==> config.mk <==
export PLATFORM = sky130hd
export DESIGN_NAME = rr_arbiter8
export DESIGN_NICKNAME = d
export VERILOG_FILES = /design/src/rtl/rr_arbiter8.sv
export SDC_FILE = /design/constraint.sdc
export NUM_CORES = 1
export LEC_CHECK = 0
export ABC_CLOCK_PERIOD_IN_PS = 3600
export CAP_MARGIN = 20
export CORE_MARGIN = 5
export CORE_UTILIZATION = 53
export DETAILED_ROUTE_END_ITERATION = 12
export GPL_TIMING_DRIVEN = 0
export PLACE_DENSITY = 0.91
export SKIP_CTS_REPAIR_TIMING = 1
export SLEW_MARGIN = 20
export SYNTH_ARGS = -nofsm -noshare
export SYNTH_HDL_FRONTEND = slang
export SYNTH_SLANG_ARGS = --single-unit
==> constraint.sdc <==
create_clock -name clk -period 3.6 [get_ports clk]
set_clock_uncertainty 0.1 [all_clocks]
set_input_delay 0.54 -clock clk [delete_from_list [all_inputs] [get_ports clk]]
set_output_delay 0.54 -clock clk [all_outputs]
set_load 0.005 [all_outputs]
### Metal 1

Scale bar: 20 um.
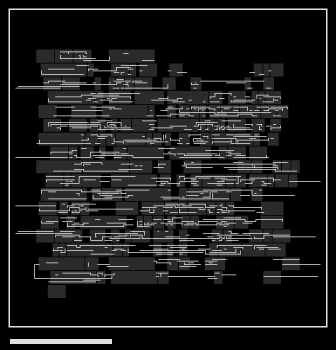
main direction: horizontal
wire length on this layer: 1520 um
share of all routed wire: 39%
longest straight run: 17.9 um
Total Wirelength: 3860 um
detailed-route via count: 1405

### M2 wires

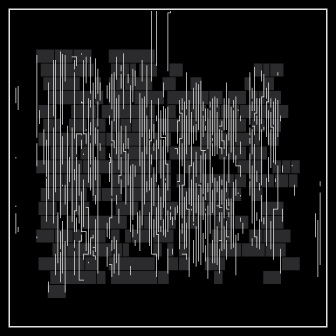
main direction: vertical
longest straight run: 32.6 um
nets with wire on the layer: 178
global-route track usage on met2: 34.8%

### The metal 3 layer

Scale bar: 20 um.
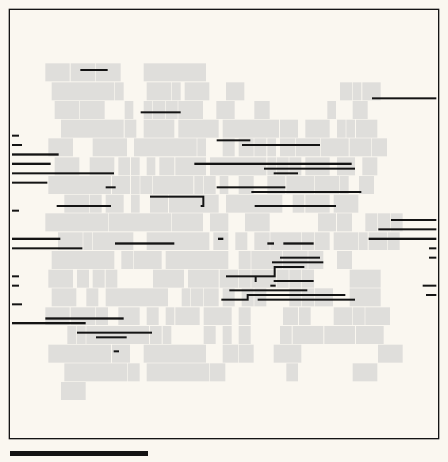
nets with wire on the layer: 42
share of all routed wire: 8.6%
longest straight run: 22.5 um
main direction: horizontal
met3 Track Usage GR: 3.42%

==> PnR_summary.wiki <==
=== Physical design figures ===
{| class="wikitable"
! Metric !! Value
|-
| Hold violation count in the final report || 0
|-
| Clock tree from TritonCTS || yes
|-
| Outcome || completed
|-
| Fmax achieved || 292 MHz
|-
| Master cell of the clock root buffer || clkbuf_4
|-
| Synth area leaders || dfrtp_1 (28%), nor3_1 (6.6%), mux4_2 (4.7%)
|-
| Worst-Margin Slew || 706 ps
|-
| Post-CTS clock slew at the launch and capture registers of the worst setup and hold paths || 100 ps
|-
| Worst R2R Path Depth || 14
|-
| Overflow left after global routing || 0
|-
| Top logic cells by instance count in the layout || nor3_1 (18), clkdlybuf4s50_1 (17), dfrtp_1 (16)
|-
| Most numerous logic cell after layout || nor3_1
|-
| Synth top area share || 27.8%
|-
| Number of stages on the worst setup path || 12
|-
| Clock Latency Late Sink || 290 ps
|-
| CP Max Fanout || 10
|-
| I/O pin count || 24
|-
| CTS sink cnt || 16
|-
| Global placement routability congestion || 0.863
|-
| Startpoint kind of the worst setup timing path || input port
|-
| Worst slack at placement || -140 ps
|-
| Detailed Place HPWL || 2800 um
|-
| Internal power || 0.725 mW
|-
| Data required time of the worst path || 3690 ps
|-
| H-tree levels || 1
|-
| Worst setup margin || 173 ps
|-
| Count of input and output buffers || 17
|-
| Number of antenna-violating nets in the routed design || 0
|-
| Static leakage power || 0.687 nW
|-
| Nature of the critical path endpoint || flop
|-
| Post-synth net total || 176
|-
| Cells after synthesis || 162
|-
| DRC errors left || 0
|-
| Wire per inst || 18.1 um
|-
| Number of antenna violations at the first check in global routing || 0
|-
| Antenna diodes || 0
|-
| Number of unique standard cell types used by synthesis || 42
|-
| Flip-flop count of the largest register, all copies and words added || 8
|-
| Post-synth EDFFs || 0
|-
| Fill cell instance count of the final layout || 213
|-
| First-iteration detailed-routing DRC count || 121
|-
| Series of cell instances along the critical path || clkdlybuf4s50_1, buf_6, nor3b_1, nor4_1, or4_4, o21ai_0, nand2_1, fa_1, xor2_2, xnor2_2, buf_4, o31ai_2
|-
| Worst VDD drop || 0.000645 V
|-
| Clock buffer count from CTS || 3
|-
| Total number of placement rows || 18
|-
| First-pass GRT wire length || 6720 um
|-
| Largest delay contributor family on the critical path || simple AND/OR/NAND/NOR gates
|-
| Final Cycle Share || 95.2%
|-
| Worst hold path type || flop to flop
|-
| Most common flop cell mapped by yosys || dfrtp_1
|-
| Floorplan die area || 3860 um^2
|-
| Logic gate share of total power || 72.2%
|-
| Starting density of the core || 56.5%
|-
| Register bit count reported by yosys || 16
|-
| Critical path start-end classification || input port to flop
|-
| Combined area of all synthesized cells || 1440 um^2
|-
| Global-route total usage across every layer || 20.2%
|-
| Die Width || 62.1 um
|-
| P per Cell Area || 800 nW/um^2
|-
| Average cell area after synthesis || 8.88 um^2
|-
| Height of the chip || 62.1 um
|-
| Setup Viol. Count Final || 0
|-
| Chip area from the yosys synthesis statistics || 1440 um^2
|-
| Buffers plus inverters on the worst setup path || 3
|-
| Maximum number of buffers from clock root to sink || 2
|-
| Synth Seq Share || 27.8%
|-
| Count of cells along the worst hold path || 2
|-
| Final critical delay including setup and external delays || 3430 ps
|-
| Register-to-register setup slack || 220 ps
|-
| Core area || 2540 um^2
|-
| Yosys warnings || 0
|-
| Switching power as a share of total power || 47.1%
|-
| Final net count || 199
|-
| Asr flop ratio synth || 100%
|-
| CP max stage delay || 500 ps
|-
| Via count of the first global-routing pass || 1477
|-
| Endpoint arrival time on the critical path || 3520 ps
|-
| Share of post-route cells with drive strength above 1 || 23.9%
|-
| Final-report max-slew violation count || 0
|-
| Area overhead of the layout relative to synthesis || 19.0%
|}
-- metrics by stage --
| stage | area (um^2) | cells | utilization, % |
|---|---|---|---|
| after global routing | 1710 | 214 | 67.3 |
| after global placement | 1650 | 209 | 64.7 |
| after floorplan | 1440 | 162 | - |
| final | 1710 | 214 | 67.3 |
| after detailed placement | 1650 | 209 | 64.7 |
| after CTS | 1680 | 213 | 66.1 |
-- cells in the mapped netlist, types with 2 or more instances --
library cell / number
nor3b_2: 5
clkbuf_1: 3
mux4_2: 3
nor4_1: 8
nor3b_1: 4
o21ai_1: 3
or4_4: 2
o211ai_1: 3
inv_1: 8
nand3_1: 9
nor3_1: 19
o21ai_0: 6
buf_2: 9
nor2b_1: 3
nor2_1: 4
nand2_1: 11
mux2_2: 2
ha_1: 2
nor3_2: 3
mux2i_1: 6
nand2b_1: 6
a21oi_1: 2
dfrtp_1: 16
buf_4: 4
a32o_1: 4
-- tightest hold or removal path: stages, from the launching register on --
cell     delay [ps]
dfrtp_1         370
nand2_1          50
nand2_1          60
-- power groups by stage --
stage	Sequential (mW)	Clock, mW	Combinational [mW]
2_1_floorplan	0.258	0	0.677
3_3_place_gp	0.259	0	0.852
3_5_place_dp	0.263	0	0.892
4_1_cts	0.260	0.120	0.913
5_1_grt	0.266	0.130	1.07
6_report	0.261	0.120	0.990
-- cells by family (layout without fill, tap and decap cells) --
kind of cell	after synthesis	in the layout	share of synthesized area (%)
flops	16	16	27.8
simple gates	76	76	32.4
buf+inv	25	47	8.87
compound gates	27	27	14.7
mux	11	11	10.4
fa+ha+maj	3	3	3.13
xor+xnor	3	3	2.35
other cells	1	1	0.261
-- metal layers --
metal | vias up | part of all wire [%] | global-route usage (%)
met5 | - | 0 | 0
met4 | 0 | 1.2 | 5.96
met3 | 9 | 8.6 | 3.42
met2 | 76 | 51 | 34.8
met1 | 679 | 39 | 25.6
li1 | 641 | - | -
-- layout make-up --
type,count,area (um^2),area share (%)
well taps,30,37.5,2.19
inverters,8,30.0,1.75
plain buffers,17,100,5.84
flip-flops and latches,16,400,23.4
clock buffers,4,36.3,2.12
repair buffers,18,178,10.4
multi-input cells,121,931,54.3
Power is estimated from default activity; no workload was simulated.
